File: src/rtl/iis_pkg.sv
// Shared types and constants for the iis DMA scheduler.
package iis_pkg;

  typedef enum logic [3:0] {
    ST_IDLE,
    ST_TX_RL,
    ST_TX_WL,
    ST_TX_RR,
    ST_TX_WR,
    ST_TX_PUSH,
    ST_RX_WL,
    ST_RX_WR,
    ST_RX_POP
  } state_t;

  localparam int unsigned DATA_W       = 32;
  localparam int unsigned CNT_W        = 3;
  localparam int unsigned FRAME_STRIDE = 8;
  localparam int unsigned WORD_OFF     = 4;
  localparam int unsigned FIFO_MAX     = 7;

endpackage

File: src/rtl/iis_ring_ptr.sv
// Ring frame pointer: advances with wrap at len-1, clears on request.
module iis_ring_ptr #(
  parameter int unsigned LEN_W = 16
) (
  input  logic             clk,
  input  logic             rstn,
  input  logic [LEN_W-1:0] len,
  input  logic             advance,
  input  logic             clear,
  output logic [LEN_W-1:0] ptr,
  output logic             wrap
);

  localparam int unsigned EXT_W = LEN_W + 1;

  // ptr >= len-1 counts as last, so a shrunken (or zeroed) len wraps on the next advance
  logic last;
  assign last = (EXT_W'(ptr) + EXT_W'(1)) >= EXT_W'(len);

  always_ff @(posedge clk or negedge rstn) begin
    if (!rstn) begin
      ptr  <= '0;
      wrap <= 1'b0;
    end else begin
      wrap <= 1'b0;
      if (advance) begin
        if (last) begin
          ptr  <= '0;
          wrap <= 1'b1;
        end else begin
          ptr <= ptr + LEN_W'(1);
        end
      end else if (clear) begin
        ptr <= '0;
      end
    end
  end

endmodule

File: src/rtl/iis_dma_sched.sv
// Schedules tx ring refills and rx ring drains over a single 32-bit memory port.
module iis_dma_sched
  import iis_pkg::*;
#(
  parameter int unsigned ADDR_W = 32,
  parameter int unsigned LEN_W  = 16
) (
  input  logic              clk,
  input  logic              rstn,
  input  logic              tx_en,
  input  logic              rx_en,
  input  logic [ADDR_W-1:0] tx_base,
  input  logic [ADDR_W-1:0] rx_base,
  input  logic [LEN_W-1:0]  tx_len,
  input  logic [LEN_W-1:0]  rx_len,
  input  logic [2:0]        tx_wm,
  input  logic [2:0]        rx_wm,
  input  logic [2:0]        tx_cnt,
  input  logic [2:0]        rx_cnt,
  input  logic              tx_full,
  input  logic              rx_empty,
  output logic [31:0]       tx_data_l,
  output logic [31:0]       tx_data_r,
  output logic              tx_fill,
  input  logic [31:0]       rx_data_l,
  input  logic [31:0]       rx_data_r,
  output logic              rx_drain,
  output logic              mem_req,
  output logic              mem_we,
  output logic [ADDR_W-1:0] mem_addr,
  output logic [31:0]       mem_wdata,
  input  logic              mem_gnt,
  input  logic              mem_rvalid,
  input  logic [31:0]       mem_rdata,
  output logic              tx_wrap_irq,
  output logic              rx_wrap_irq,
  output logic [LEN_W-1:0]  tx_ptr,
  output logic [LEN_W-1:0]  rx_ptr,
  output logic              busy
);

  state_t state;
  logic   rr_last_tx;

  logic tx_ok, rx_ok, rx_max, pick_tx, pick_rx;
  logic [ADDR_W-1:0] tx_addr, rx_addr;

  assign tx_ok  = tx_en && (tx_len != '0) && !tx_full && (tx_cnt <= tx_wm);
  assign rx_ok  = rx_en && (rx_len != '0) && !rx_empty && (rx_cnt >= rx_wm);
  assign rx_max = rx_cnt == CNT_W'(FIFO_MAX);

  // A full rx FIFO pre-empts; otherwise round-robin on ties
  assign pick_rx = rx_ok && (rx_max || !tx_ok || rr_last_tx);
  assign pick_tx = tx_ok && !pick_rx;

  assign tx_addr = tx_base + ADDR_W'(tx_ptr) * ADDR_W'(FRAME_STRIDE);
  assign rx_addr = rx_base + ADDR_W'(rx_ptr) * ADDR_W'(FRAME_STRIDE);

  // Disabled channel rewinds while idle; a frame in flight still finishes first
  logic tx_clr, rx_clr;
  assign tx_clr = (state == ST_IDLE) && !tx_en;
  assign rx_clr = (state == ST_IDLE) && !rx_en;

  iis_ring_ptr #(.LEN_W(LEN_W)) u_tx_ptr (
    .clk     (clk),
    .rstn    (rstn),
    .len     (tx_len),
    .advance (state == ST_TX_PUSH),
    .clear   (tx_clr),
    .ptr     (tx_ptr),
    .wrap    (tx_wrap_irq)
  );

  iis_ring_ptr #(.LEN_W(LEN_W)) u_rx_ptr (
    .clk     (clk),
    .rstn    (rstn),
    .len     (rx_len),
    .advance (state == ST_RX_POP),
    .clear   (rx_clr),
    .ptr     (rx_ptr),
    .wrap    (rx_wrap_irq)
  );

  always_ff @(posedge clk or negedge rstn) begin
    if (!rstn) begin
      state      <= ST_IDLE;
      rr_last_tx <= 1'b0;
      busy       <= 1'b0;
      mem_req    <= 1'b0;
      mem_we     <= 1'b0;
      mem_addr   <= '0;
      mem_wdata  <= '0;
      tx_data_l  <= '0;
      tx_data_r  <= '0;
      tx_fill    <= 1'b0;
      rx_drain   <= 1'b0;
    end else begin
      case (state)
        ST_IDLE: begin
          if (pick_tx) begin
            state      <= ST_TX_RL;
            rr_last_tx <= 1'b1;
            busy       <= 1'b1;
            mem_req    <= 1'b1;
            mem_we     <= 1'b0;
            mem_addr   <= tx_addr;
          end else if (pick_rx) begin
            state      <= ST_RX_WL;
            rr_last_tx <= 1'b0;
            busy       <= 1'b1;
            mem_req    <= 1'b1;
            mem_we     <= 1'b1;
            mem_addr   <= rx_addr;
            mem_wdata  <= rx_data_l;
          end
        end
        ST_TX_RL: if (mem_gnt) begin
          mem_req <= 1'b0;
          state   <= ST_TX_WL;
        end
        ST_TX_WL: if (mem_rvalid) begin
          tx_data_l <= mem_rdata;
          mem_req   <= 1'b1;
          mem_addr  <= mem_addr + ADDR_W'(WORD_OFF);
          state     <= ST_TX_RR;
        end
        ST_TX_RR: if (mem_gnt) begin
          mem_req <= 1'b0;
          state   <= ST_TX_WR;
        end
        ST_TX_WR: if (mem_rvalid) begin
          tx_data_r <= mem_rdata;
          tx_fill   <= 1'b1;
          state     <= ST_TX_PUSH;
        end
        ST_TX_PUSH: begin
          tx_fill <= 1'b0;
          busy    <= 1'b0;
          state   <= ST_IDLE;
        end
        ST_RX_WL: if (mem_gnt) begin
          mem_wdata <= rx_data_r;
          mem_addr  <= mem_addr + ADDR_W'(WORD_OFF);
          state     <= ST_RX_WR;
        end
        ST_RX_WR: if (mem_gnt) begin
          mem_req  <= 1'b0;
          mem_we   <= 1'b0;
          rx_drain <= 1'b1;
          state    <= ST_RX_POP;
        end
        ST_RX_POP: begin
          rx_drain <= 1'b0;
          busy     <= 1'b0;
          state    <= ST_IDLE;
        end
        default: begin
          state   <= ST_IDLE;
          busy    <= 1'b0;
          mem_req <= 1'b0;
        end
      endcase
    end
  end

endmodule

File: config.mk
export PLATFORM = sky130hd
export DESIGN_NAME = iis_dma_sched
export DESIGN_NICKNAME = d
export VERILOG_FILES = /design/src/rtl/iis_pkg.sv /design/src/rtl/iis_ring_ptr.sv /design/src/rtl/iis_dma_sched.sv
export SDC_FILE = /design/constraint.sdc
export NUM_CORES = 1
export LEC_CHECK = 0
export ABC_AREA = 1
export CORE_AREA = 10 10 168 233
export DETAILED_ROUTE_END_ITERATION = 10
export DIE_AREA = 0 0 178 243
export GPL_TIMING_DRIVEN = 1
export PLACE_DENSITY = 0.68
export SETUP_SLACK_MARGIN = 0.05
export SYNTH_ARGS = -nofsm -noshare
export SYNTH_HDL_FRONTEND = slang
export SYNTH_SLANG_ARGS = --single-unit
File: constraint.sdc
create_clock -name clk -period 4.65 [get_ports clk]
set_input_delay 0.6975 -clock clk [delete_from_list [all_inputs] [get_ports clk]]
set_output_delay 0.6975 -clock clk [all_outputs]
set_load 0.02 [all_outputs]
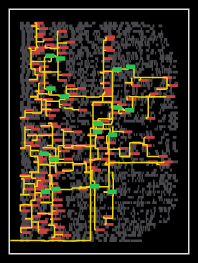
Fig. 1. Clock distribution (run 1).
(1 px per um)
[clock wires] yellow | length: 2670 um
[clock-net drivers] green | count: 17
[flip-flops] red | count: 172
routed clock nets: 18
P_clk: 1.53 mW
Final Skew: 0.0173 ns
clock power share: 17.8%

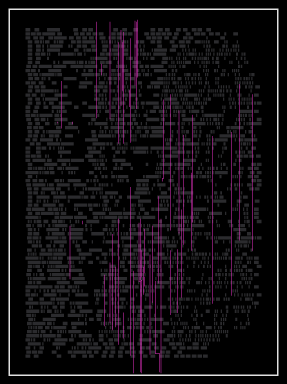
Fig. 2. M4 wires (run 1).
(1.5 px per um)
longest straight run: 112 um
wire length on this layer: 2720 um
main direction: vertical
via count: 14500
Post-Route WL: 54500 um

==> changes_impl.md, run 1 <==
## Implementation

* R2R depth at 15
* Post-Route M1 WL at 20400 um
* Setup TNS at 0 ns
* Worst Hold Class: in -> async
* Flops & latches, synth at 172
* Fillers at 3539
* Final Hold Viols at 0
* CP Cell Sequence: ha_1 > nand3_2 > nor2_4 > nand2_1 > nor2_1 > xor2_1 > inv_1 > ha_1 > nand2_1 > inv_1 > nand2_1 > nor4_1 > nand4_1 > nand4_1 > nand2_1
* Leakage at 9.59 nW
* Minimum clock period at 3.49 ns
* Critical path depth in cells at 15
* Routability-driven placement congestion ratio at 0.934
* Met2 WL at 27000 um
* DIE HEIGHT at 243 um
* CTS tree: done
* Setup crit end kind: register
* Area grow syn2layout at 35.3%
* Initial antenna violation count at 5
* Status: completed
* Residual DRC count at 0
* PwrDens at 465 mW/mm2
* Share of post-route cells with drive strength above 1 at 4.16%
* Post-Syn Area at 0.0137 mm2
* PostCTS Resize Cnt at 0
* Starting DRC count in detailed routing at 715
* Drt pass-1 iters at 5
* Seq pwr at 2.57 mW
* Max Fclk at 286 MHz
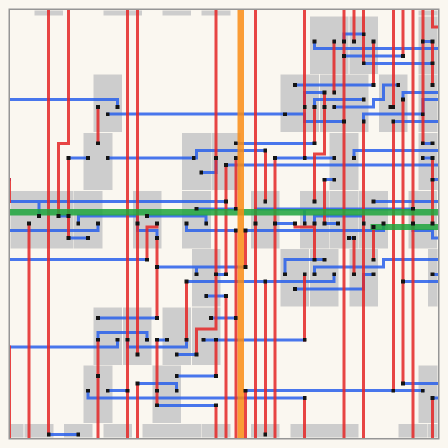
Fig. 3. A small window of the routed layout (run 1).
Window x 124 to 144, y 51 to 71 um. Cells in gray, sequential cells in the stronger gray; small squares are vias.
| layer | color |
|---|---|
| M4 | orange |
| M1 | blue |
| M3 | green |
| M2 | red |
most frequent: nand2_1 (15), nor2_1 (8)
sequential cells in the window: 0
cells with their middle in the window: 33

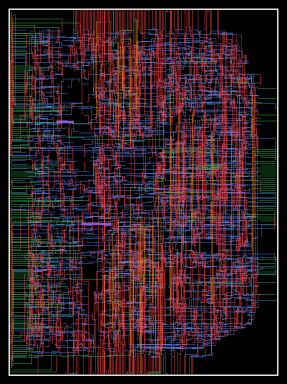
Fig. 4. Metal layers overlaid (run 1).
(1.5 px per um)
| layer | color | wire length |
|---|---|---|
| M2 | red | 27.0 mm |
| M3 | green | 4380 um |
| M1 | blue | 20.4 mm |
| M5 | purple | 28.5 um |
| M4 | orange | 2720 um |

[run 1: final cells by class]
class | instances | area (um2) | area share [%]
Timing Repair Buffer | 388 | 3870 | 20.9
Multi-Input combinational cell | 1516 | 7870 | 42.4
Inverter | 343 | 1290 | 6.95
Clock buffer | 17 | 425 | 2.29
Tap cell | 456 | 571 | 3.07
Sequential cell | 172 | 4300 | 23.2
Clock inverter | 15 | 211 | 1.14
Antenna cell | 4 | 10.0 | 0.0539
[run 1: synth_stat cells (all sizes together)]
library cell / count / area [um2]
nor3b: 1 / 12.5
o21bai: 2 / 15.0
a21oi: 62 / 310
fa: 2 / 40.0
a22oi: 3 / 22.5
dfrtp: 172 / 4300
xor2: 39 / 342
o22ai: 2 / 12.5
nand3b: 14 / 118
nor3: 37 / 223
nand4: 41 / 263
a211oi: 1 / 7.51
clkbuf: 13 / 48.8
nand2: 683 / 2580
o21ai: 145 / 767
o21a: 1 / 7.51
o31ai: 2 / 15.0
nor4: 5 / 37.5
or2: 4 / 25.0
ha: 73 / 913
a2bb2oi: 1 / 8.76
o211ai: 4 / 30.0
buf: 36 / 218
and3: 1 / 6.26
inv: 343 / 1290
nand3: 153 / 801
and2: 2 / 12.5
xnor2: 17 / 149
nor2: 173 / 699
a21boi: 14 / 105
mux2i: 32 / 320
a31oi: 2 / 12.5
[run 1: cell families (layout without fill, tap and decap cells)]
| group | after synthesis | count (layout) | synth area share [%] |
|---|---|---|---|
| AND-OR/OR-AND | 239 | 239 | 9.58 |
| XOR/XNOR | 56 | 56 | 3.58 |
| adder cells (fa/ha/maj) | 75 | 75 | 6.95 |
| buffers and inverters | 392 | 763 | 11.3 |
| flip-flops | 172 | 172 | 31.4 |
| multiplexers | 32 | 32 | 2.33 |
| other | 0 | 4 | 0 |
| AND/OR/NAND/NOR | 1114 | 1114 | 34.8 |
==> run 1 -> run 2 <==
PLACE_DENSITY = 0.7   (was 0.68)
clock period = 3.12 ns   (was 4.65 ns; I/O delays follow)
==> run 2 against run 1 <==
Compared with the run above: critical path depth fell by 1; count of clock-buffer cells in the layout rose by 2; synthesized area did not move; largest cell class unchanged; via count rose by 2.3%; global-route usage barely moved; combinational power rose by 54%; wire length rose by 0.80%.
==> changes_impl.md, run 2 <==
## Implementation

* Via count at 14900 (+2.3%)
* PostCTS Resize Cnt at 0 (unchanged)
* Worst Hold Class: in -> async
* Starting DRC count in detailed routing at 823 (+15%)
* Initial antenna violation count at 3 (-2)
* Post-synth top cells: nand2_1 (677), inv_1 (335), dfrtp_1 (172)
* Synth mux share at 2.33% (unchanged)
* Status: completed
* Count of library flops with an enable pin at 0 (unchanged)
* Share of post-route cells with drive strength above 1 at 6.07% (+1.9 points)
* Leakage at 9.80 nW (+2.2%)
* Synth area leader: dfrtp_1
* Residual DRC count at 0 (unchanged)
* Drt pass-1 iters at 5 (unchanged)
* Max Fclk at 341 MHz (+19%)
* Top logic family: simple AND/OR/NAND/NOR gates
* Area grow syn2layout at 37.9%
* Basic Gates by Area at 34.8% (unchanged)
* Fillers at 3487 (-1.5%)
* Main flop type: dfrtp_1
* DIE HEIGHT at 243 um (unchanged)
* Setup TNS at 0 ns (unchanged)
[run 2: cell counts after synthesis]
No cell type changed its count.
[run 2: power breakdown]
group	total (mW)	switching, mW	internal [mW]	leakage, nW
clock	2.17	1.06	1.12	0.289
sequential	3.85	0.749	3.10	2.16
combinational	6.97	4.06	2.91	7.36
[run 2: area by class of cell]
cell class / instances / share of cell area [%]
tap: 456 / 3.02
antenna: 1 / 0.0132
timing repair buffer: 425 / 22.4
multi-input combinational: 1516 / 41.8
sequential: 172 / 22.8
inverter: 343 / 6.82
clock buffer: 19 / 2.39
clock inverter: 13 / 0.734
[run 2: final timing paths]
check	to	slack (ns)	cells past startpoint
max	u_tx_ptr.ptr[2]	0.19	14
max reg2reg	u_tx_ptr.ptr[2]	0.19	14
min	mem_addr[14]	0.01	1
min reg2reg	tx_data_r[14]	0.48	2
max in group asynchronous	tx_data_r[10]	2.30	2
min in group clk	tx_data_r[14]	0.48	2
[run 2: kinds of logic (layout without fill, tap and decap cells)]
group | count (synthesis) | count (layout)
xor+xnor | 56 | 56
simple gates | 1114 | 1114
other cells | 0 | 1
fa+ha+maj | 75 | 75
flops | 172 | 172
mux | 32 | 32
compound gates | 239 | 239
buf+inv | 392 | 800
[run 2: critical path, delay by kind of cell (launching register included)]
| family | cells | cell delay, ns |
|---|---|---|
| XOR/XNOR | 1 | 0.19 |
| AND/OR/NAND/NOR | 9 | 1.52 |
| adder cells (fa/ha/maj) | 1 | 0.35 |
| buffers and inverters | 2 | 0.29 |
| AND-OR/OR-AND | 1 | 0.09 |
| flip-flops | 1 | 0.39 |
[run 2: routing by layer]
metal / up-vias / share of wire [%] / track usage [%]
met5: - / 0.047 / 0
met4: 4 / 4.4 / 11.5
met3: 95 / 7.8 / 7.66
met2: 504 / 52 / 45.6
met1: 6859 / 35 / 24.9
li1: 7395 / - / -
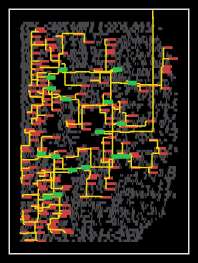
Fig. 5. Clock distribution (run 2).
(1 px per um)
[clock-net drivers] green | count: 17
[clock wires] yellow | length: 2460 um
[flip-flops] red | count: 172
routed clock nets: 18
Final Skew: 0.0112 ns
worst-skew pair later-pin latency: 0.45 ns
P_clk: 2.17 mW

==> run 2 -> run 3 <==
CAP_MARGIN = 20   (was not set)
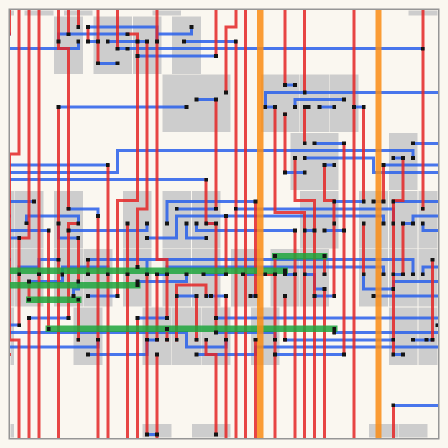
Fig. 6. A small window of the routed layout (run 3).
Window x 124 to 144, y 51 to 71 um. Cells in gray, sequential cells in the stronger gray; small squares are vias.
| layer | color |
|---|---|
| M4 | orange |
| M2 | red |
| M1 | blue |
| M3 | green |
most frequent: nand2_1 (18), nor2_1 (8), inv_1 (7)
sequential cells in the window: 0
cells with their middle in the window: 38

==> run 3 against run 2 <==
Compared with the run above: first-iteration DRC count up 1.7%; die size did not move; critical path depth unchanged; design area rose by 0.11%; critical path type unchanged; highest routed layer unchanged.
==> changes_impl.md, run 3 <==
## Implementation

* Met2 WL at 28800 um (+0.11%)
* Clock power share at 16.7% (about the same)
* Net switching power at 5.86 mW (-0.24%)
* Final Skew at 0.0105 ns (-0.000774 ns)
* Worst-skew pair later-pin latency at 0.44 ns (about the same)
* # clk buffers at 19 (unchanged)
* Nonclk inv count at 343 (unchanged)
* Seq_cells at 172 (unchanged)
* CP Class: reg -> reg
* Setup TNS at 0 ns (unchanged)
* Synth area leader: dfrtp_1
* Tightest Pin Transition at 0.689 ns
* Comb/total area at 41.8% (-0.044 points)
* Clock-cell share at 3.12% (-0.0033 points)
* Diode count at 1 (unchanged)
* Flop pwr share at 29.6% (about the same)
* Post-synth top cells: nand2_1 (677), inv_1 (335), dfrtp_1 (172)
* Max Used Layer: met5
* Max-area cell class: multi-input combinational cells
* Worst reg2reg setup slack at 0.19 ns (about the same)
* Count of library flops with an enable pin at 0 (unchanged)
* DIE HEIGHT at 243 um (unchanged)
* Status: completed
* Met3 wire length at 4250 um (-0.47%)
* Tapcell Cnt at 456 (unchanged)
* Initial antenna violation count at 3 (unchanged)
* P_clk at 2.17 mW (about the same)
* Fillers at 3485 (-0.057%)
* Int Pwr at 7.13 mW (+0.15%)
* Sw frac at 45.1% (-0.096 points)
* Worst Hold Class: in -> async
* Residual DRC count at 0 (unchanged)
* Combinational Gates at 1516 (unchanged)
* Top pwr grp: combinational logic
* Critical path launch point: u_tx_ptr.ptr[1]
* Layout buffer count excluding clock buffers at 426 (+0.24%)
* Drt pass-1 iters at 5 (unchanged)
* GRT met1 Usage at 24.9% (unchanged)
* GRT Max-Usage Layer: met2
* Via count at 14900 (+0.11%)
* Grt met3 use at 7.66% (unchanged)
* Setup crit end kind: register
* Seq area share at 22.8% (-0.024 points)
* Combinational power share at 53.7% (about the same)
* Starting DRC count in detailed routing at 837 (+1.7%)
* Seq pwr at 3.84 mW (about the same)
* Main flop type: dfrtp_1
* Comb power at 6.97 mW (about the same)
* Area post-placement at 0.0182 mm2
* Met2 Use GR at 45.6% (unchanged)
-- run 3: cell counts after synthesis --
No cell type changed its count.
-- run 3: critical path: stages (launching register included) --
cell,delay [ns]
dfrtp_1,0.39
buf_4,0.13
nand2_1,0.07
nor3_2,0.27
nand3_1,0.24
nor2_2,0.18
nand3_1,0.10
xor2_1,0.19
ha_1,0.35
nand4_1,0.12
nor4_1,0.30
nand2_1,0.10
nand3_2,0.11
buf_12,0.16
o21ai_0,0.09
-- run 3: metrics by stage --
step	instances	total power, mW
6_report	2946	13.0
5_1_grt	2945	13.9
4_1_cts	2938	13.1
3_5_place_dp	2906	10.8
3_3_place_gp	2906	10.7
2_1_floorplan	2080	7.51
-- run 3: logic make-up (layout without fill, tap and decap cells) --
| logic type | after synthesis | after routing | synth area share, % |
|---|---|---|---|
| adder cells (fa/ha/maj) | 75 | 75 | 6.95 |
| flip-flops | 172 | 172 | 31.4 |
| AND/OR/NAND/NOR | 1114 | 1114 | 34.8 |
| other | 0 | 1 | 0 |
| buffers and inverters | 392 | 801 | 11.3 |
| AND-OR/OR-AND | 239 | 239 | 9.58 |
| XOR/XNOR | 56 | 56 | 3.58 |
| multiplexers | 32 | 32 | 2.33 |
-- run 3: timing repair --
action,4_1_cts,5_1_grt
setup buffers,0,6
resized,0,14
setup endpoints to repair,0,34
-- run 3: path summary, 6_finish.rpt --
| check | to | cells past startpoint |
|---|---|---|
| max | u_tx_ptr.ptr[2] | 14 |
| min | mem_addr[14] | 1 |
| max reg2reg | u_tx_ptr.ptr[2] | 14 |
| min reg2reg | tx_data_r[14] | 2 |
| max in group asynchronous | tx_data_r[10] | 2 |
| min in group clk | tx_data_r[14] | 2 |
Power figures rest on the tool's default switching activity, not on a simulated workload.
